### src/rtl/br_redirect_ctl_pkg.sv
// Shared types for branch-redirect control: ROB ids with wrap bit, mispredict packets,
// redirect FSM states and the ROB age comparison.
package br_redirect_ctl_pkg;

    localparam int PADDR_W   = 32;
    localparam int ROB_IDX_W = 6;

    typedef logic [PADDR_W-1:0] t_paddr;

    typedef struct packed {
        logic                 wrap;
        logic [ROB_IDX_W-1:0] idx;
    } t_rob_id;

    typedef struct packed {
        logic    valid;
        t_paddr  target_addr;
        t_rob_id robid;
    } t_br_mispred_pkt;

    typedef enum logic [1:0] {
        IDLE     = 2'd0,
        REDIRECT = 2'd1,
        RECOVER  = 2'd2
    } t_redir_state;

    // a is older than b when it sits earlier in the ROB; equal ids are not older.
    function automatic logic rob_older(input t_rob_id a, input t_rob_id b);
        return (a.wrap != b.wrap) ^ (a.idx < b.idx);
    endfunction

endpackage

### src/rtl/br_oldest_sel.sv
// NUM_BR-way oldest-mispredict select; ties keep the lowest port index.
module br_oldest_sel
    import br_redirect_ctl_pkg::*;
#(
    parameter int NUM_BR = 2
) (
    input  t_br_mispred_pkt br_mispred [NUM_BR],
    output logic            cand_vld,
    output t_paddr          cand_addr,
    output t_rob_id         cand_robid
);

    always_comb begin
        logic    sel_vld;
        t_paddr  sel_addr;
        t_rob_id sel_robid;
        sel_vld   = 1'b0;
        sel_addr  = '0;
        sel_robid = '0;
        // Strictly-older replacement so an equal-age later port never displaces an earlier one.
        for (int i = 0; i < NUM_BR; i++) begin
            if (br_mispred[i].valid && (!sel_vld || rob_older(br_mispred[i].robid, sel_robid))) begin
                sel_vld   = 1'b1;
                sel_addr  = br_mispred[i].target_addr;
                sel_robid = br_mispred[i].robid;
            end
        end
        cand_vld   = sel_vld;
        cand_addr  = sel_addr;
        cand_robid = sel_robid;
    end

endmodule

### src/rtl/br_redirect_ctl.sv
// Branch-mispredict redirect controller: picks the oldest EX0 mispredict, pulses a flush,
// hands the redirect to fetch and holds until recovery completes.
module br_redirect_ctl
    import br_redirect_ctl_pkg::*;
#(
    parameter int NUM_BR = 2,
    parameter int CNT_W  = 16
) (
    input  logic             clk,
    input  logic             reset,
    input  t_br_mispred_pkt  br_mispred_ex0 [NUM_BR],
    input  logic             rob_nuke,
    output logic             fe_redirect_vld,
    output t_paddr           fe_redirect_addr,
    input  logic             fe_redirect_rdy,
    output logic             flush_vld,
    output t_rob_id          flush_robid,
    input  logic             recover_done,
    output logic             busy,
    output logic [CNT_W-1:0] mispred_cnt
);

    t_redir_state state, state_nxt;
    logic         cand_vld_p0;
    t_paddr       cand_addr_p0;
    t_rob_id      cand_robid_p0;
    t_paddr       pend_addr;
    t_rob_id      pend_robid;
    logic         cap;

    br_oldest_sel #(.NUM_BR(NUM_BR)) u_oldest_sel (
        .br_mispred (br_mispred_ex0),
        .cand_vld   (cand_vld_p0),
        .cand_addr  (cand_addr_p0),
        .cand_robid (cand_robid_p0)
    );

    // pend_robid is only meaningful while busy, hence the IDLE bypass.
    assign cap = cand_vld_p0 && !rob_nuke &&
                 ((state == IDLE) || rob_older(cand_robid_p0, pend_robid));

    always_ff @(posedge clk or negedge reset) begin
        if (!reset) state <= IDLE;
        else        state <= state_nxt;
    end

    always_comb begin
        state_nxt = state;
        if (rob_nuke) begin
            state_nxt = IDLE;
        end else if (cap) begin
            state_nxt = REDIRECT;
        end else begin
            case (state)
                REDIRECT: if (fe_redirect_rdy) state_nxt = RECOVER;
                RECOVER:  if (recover_done)    state_nxt = IDLE;
                default:                       state_nxt = state;
            endcase
        end
    end

    always_comb begin
        fe_redirect_vld  = (state == REDIRECT);
        fe_redirect_addr = (state == REDIRECT) ? pend_addr : '0;
        busy             = (state != IDLE);
        flush_robid      = pend_robid;
    end

    // ---- stage p1: captured redirect, flush pulse and event count ----
    always_ff @(posedge clk or negedge reset) begin
        if (!reset) begin
            pend_addr   <= '0;
            pend_robid  <= '0;
            flush_vld   <= 1'b0;
            mispred_cnt <= '0;
        end else begin
            flush_vld <= cap;
            if (cap) begin
                pend_addr   <= cand_addr_p0;
                pend_robid  <= cand_robid_p0;
                mispred_cnt <= mispred_cnt + CNT_W'(1);
            end
        end
    end

endmodule

### config.mk
export PLATFORM = sky130hd
export DESIGN_NAME = br_redirect_ctl
export DESIGN_NICKNAME = d
export VERILOG_FILES = /design/src/rtl/br_redirect_ctl_pkg.sv /design/src/rtl/br_oldest_sel.sv /design/src/rtl/br_redirect_ctl.sv
export SDC_FILE = /design/constraint.sdc
export NUM_CORES = 1
export LEC_CHECK = 0
export CORE_ASPECT_RATIO = 0.7
export CORE_MARGIN = 3
export CORE_UTILIZATION = 48
export CTS_CLUSTER_DIAMETER = 30
export DETAILED_ROUTE_END_ITERATION = 10
export HOLD_SLACK_MARGIN = 0.15
export PLACE_DENSITY = 0.89
export SETUP_SLACK_MARGIN = 0.4
export SLEW_MARGIN = 20
export SYNTH_ARGS = -nofsm -noshare
export SYNTH_HDL_FRONTEND = slang
export SYNTH_SLANG_ARGS = --single-unit
### constraint.sdc
create_clock -name clk -period 4.33 [get_ports clk]
set_clock_uncertainty 0.1 [all_clocks]
set_input_delay 1.0825 -clock clk [delete_from_list [all_inputs] [get_ports clk]]
set_output_delay 1.0825 -clock clk [all_outputs]
set_load 0.02 [all_outputs]
==> impl_metrics.env <==
# yosys + openroad results
export IMPL_status="finished, violations left"
export IMPL_violations="negative setup slack"
export IMPL_layout_top_cell="clkdlybuf4s50_1"
export IMPL_critPathLaunchType="input port"
export IMPL_r2r_cells=12
export IMPL_io_buffers=142
export IMPL_synthMuxAreaShare_pct=15.88
export IMPL_wl_per_cell_um=22.12
export IMPL_cp_num_cells=22
export IMPL_routed_wl_um=15330
export IMPL_h_tree_depth=3
export IMPL_synthesis_area_um2=3687
export IMPL_die_height_um=79.33
export IMPL_grt_max_degree=34
export IMPL_min_to="mispred_cnt[15]"
export IMPL_postRouteAntennaNets=0
export IMPL_bufAreaShareNonClock_pct=32.78
export IMPL_crit_family="AND-OR/OR-AND gates"
export IMPL_placed_cell_area_um2=5513
export IMPL_drtIter0Drc=417
export IMPL_crit_path_start="br_mispred_ex0[42]"
export IMPL_p_int_mw=2.122
export IMPL_fp_util_pct=49.93
export IMPL_syn_nets=485
export IMPL_worstReg2RegEnd="pend_addr[10]"
export IMPL_rsz0062_at_grt="yes"
export IMPL_viasPerCell=6.036
export IMPL_gp_congestion=0.8643
export IMPL_cts_resized=72
export IMPL_fin_crit_ns=4.784
export IMPL_synthTopCellsByArea="dfrtp_1 39%, mux2_4 15%, nand2_1 8.3%"
export IMPL_worstHoldStart="mispred_cnt[15]"
export IMPL_ir_worst_vdd_mv=0.3190
export IMPL_leakage_nw=2.880
export IMPL_maxPowerGroup="combinational cells"
export IMPL_ys_seq_share_pct=39.36
export IMPL_synthXorXnorAreaFrac_pct=4.276
export IMPL_pg_comb_mw=1.89
export IMPL_maxCapViolations=0
export IMPL_yosys_cells=389
export IMPL_p_switching_mw=1.271
export IMPL_cts_max_path_buffers=2
export IMPL_ys_area_um2=3687
export IMPL_crit_buf_inv=5
export IMPL_use_met3_pct=8.759
export IMPL_worstPathCellList="dlygate4sd2_1 -> nand2_4 -> ha_4 -> o21ai_4 -> o21bai_4 -> a2111oi_4 -> buf_4 -> nor2_4 -> buf_4 -> nand2_1 -> o21ai_1 -> ha_2 -> a21o_1 -> a21oi_2 -> and3_4 -> o31ai_4 -> o21ai_2 -> mux2_4 -> and2_4 -> buf_12 -> buf_16 -> mux2_4"
export IMPL_num_vias=4183
export IMPL_slowest_stage="a2111oi_4"
export IMPL_largest_register_ffs=32
export IMPL_top_register="pend_addr"
export IMPL_netlist_instances=389
export IMPL_dp_cells=641
export IMPL_wl_met3_um=1644
export IMPL_drive_gt1_share_pct=31.26
export IMPL_p_comb_share_pct=55.6
export IMPL_antenna_cells=0
export IMPL_grt_usage_pct=31.79
export IMPL_grt_overflow=0
export IMPL_finalHoldViolations=0
export IMPL_dr_max_layer_used="met4"
export IMPL_enable_flop_cells=0
export IMPL_ys_sh_aoi_pct=10.55
export IMPL_max_freq_ghz=0.2090
export IMPL_critPathKind="in -> reg"
export IMPL_setup_violations=58
export IMPL_pwr_share_seq_pct=27.6
export IMPL_post_synth_top_count_cell="nand2_1"
export IMPL_top_cell_area_share_pct=39.36
export IMPL_path_max_fanout=7
export IMPL_required_ns=4.47
export IMPL_final_nets=686
export IMPL_fin_area_um2=6379
export IMPL_grt_first_pass_wirelength_um=21720
export IMPL_dpl_worst_slack_ns=-0.9954
export IMPL_power_density_nw_per_um2=531.9
export IMPL_hpwl_um=7897
export IMPL_ys_flops=58
export IMPL_report_power_total_mw=3.393
export IMPL_ys_sh_adder_pct=3.733
export IMPL_met2WireLength_um=6999
export IMPL_relSlewSlack_pct=54.68
export IMPL_hold_class="reg -> reg"
export IMPL_tritoncts="yes"
export IMPL_stdcell_count=693
export IMPL_synth_distinct_cells=40
export IMPL_tapCellCount=98
export IMPL_clock_root_buffer="clkbuf_8"
export IMPL_clk_share_pct=3.413
export IMPL_core_um2=7385
export IMPL_nonClockInverterCount=13
export IMPL_final_cell_mix="126 x clkdlybuf4s50_1, 74 x nand2_1, 60 x buf_4"
export IMPL_synth_area_per_cell_um2=9.479
export IMPL_setup_ws_ns=-0.4542
export IMPL_fp_dieW_um=110.8
export IMPL_nonClockBufferCount=212
export IMPL_swShare_pct=37.47
export IMPL_logic_gate_count=296
export IMPL_yosys_warnings=0
export IMPL_synthArstFlopShare_pct=100.0
export IMPL_worst_setup_path_end_kind="flop"
export IMPL_slowest_delay_ns=0.34
export IMPL_worstHoldPathCells=1
export IMPL_holdWs_ns=0.3857
export IMPL_warnings=29
export IMPL_setup_tns_ns=-20.25
export IMPL_met2_usage_pct=54.36
export IMPL_antenna_found_initial=0
export IMPL_clk_pin_slew_ns=0.08
export IMPL_post_route_drc_count=0
Fig. 1: clock wires, drivers and flops
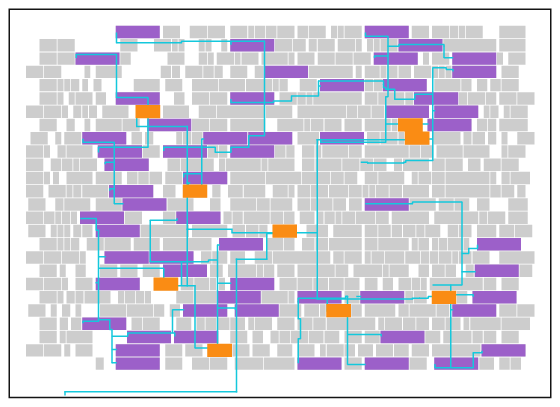
- clock wires: cyan (length 870 um)
- flip-flops: purple (count 58)
- clock drivers: orange (count 9)
- flops lie: all over the die
- routed clock nets: 10
Clk power: 0.571 mW
clk_lat worst skew: 0.35 ns
clock share of power: 16.8%

Fig. 2: where the registers sit
The bar under the picture is 20 um long.
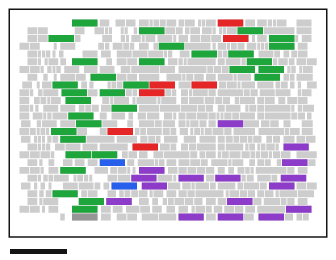
- flush_robid: red (flops 7)
- pend_addr: green (flops 32)
- state: blue (flops 2)
- mispred_cnt: purple (flops 16)
- not coloured: 1
Core Util, Final: 86.38%
sequential cell power: 0.935 mW
FF/Latch Area: 1451 um^2
Seq/total area: 22.75%

Fig. 3: cells by drive strength
The bar under the picture is 20 um long.
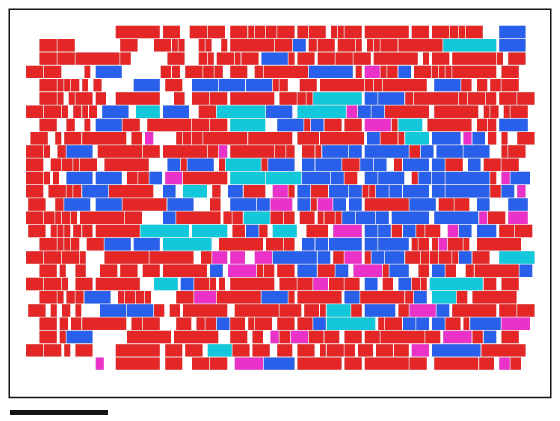
- _0 and _1 cells: red (cells 409)
- _6 and larger: cyan (cells 24)
- _3 and _4 cells: blue (cells 128)
- _2 cells: magenta (cells 34)

Fig. 4: clock routing
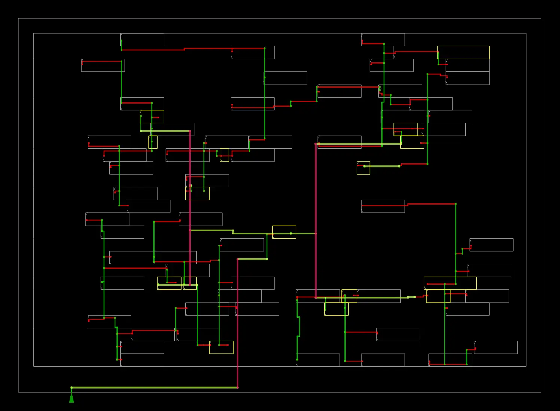
CLK BUF: 9
CTS Buf Count: 9
clk sink count: 58
Seq Cell Count: 58

No activity file was given, so power comes from the tool's default toggle rates.
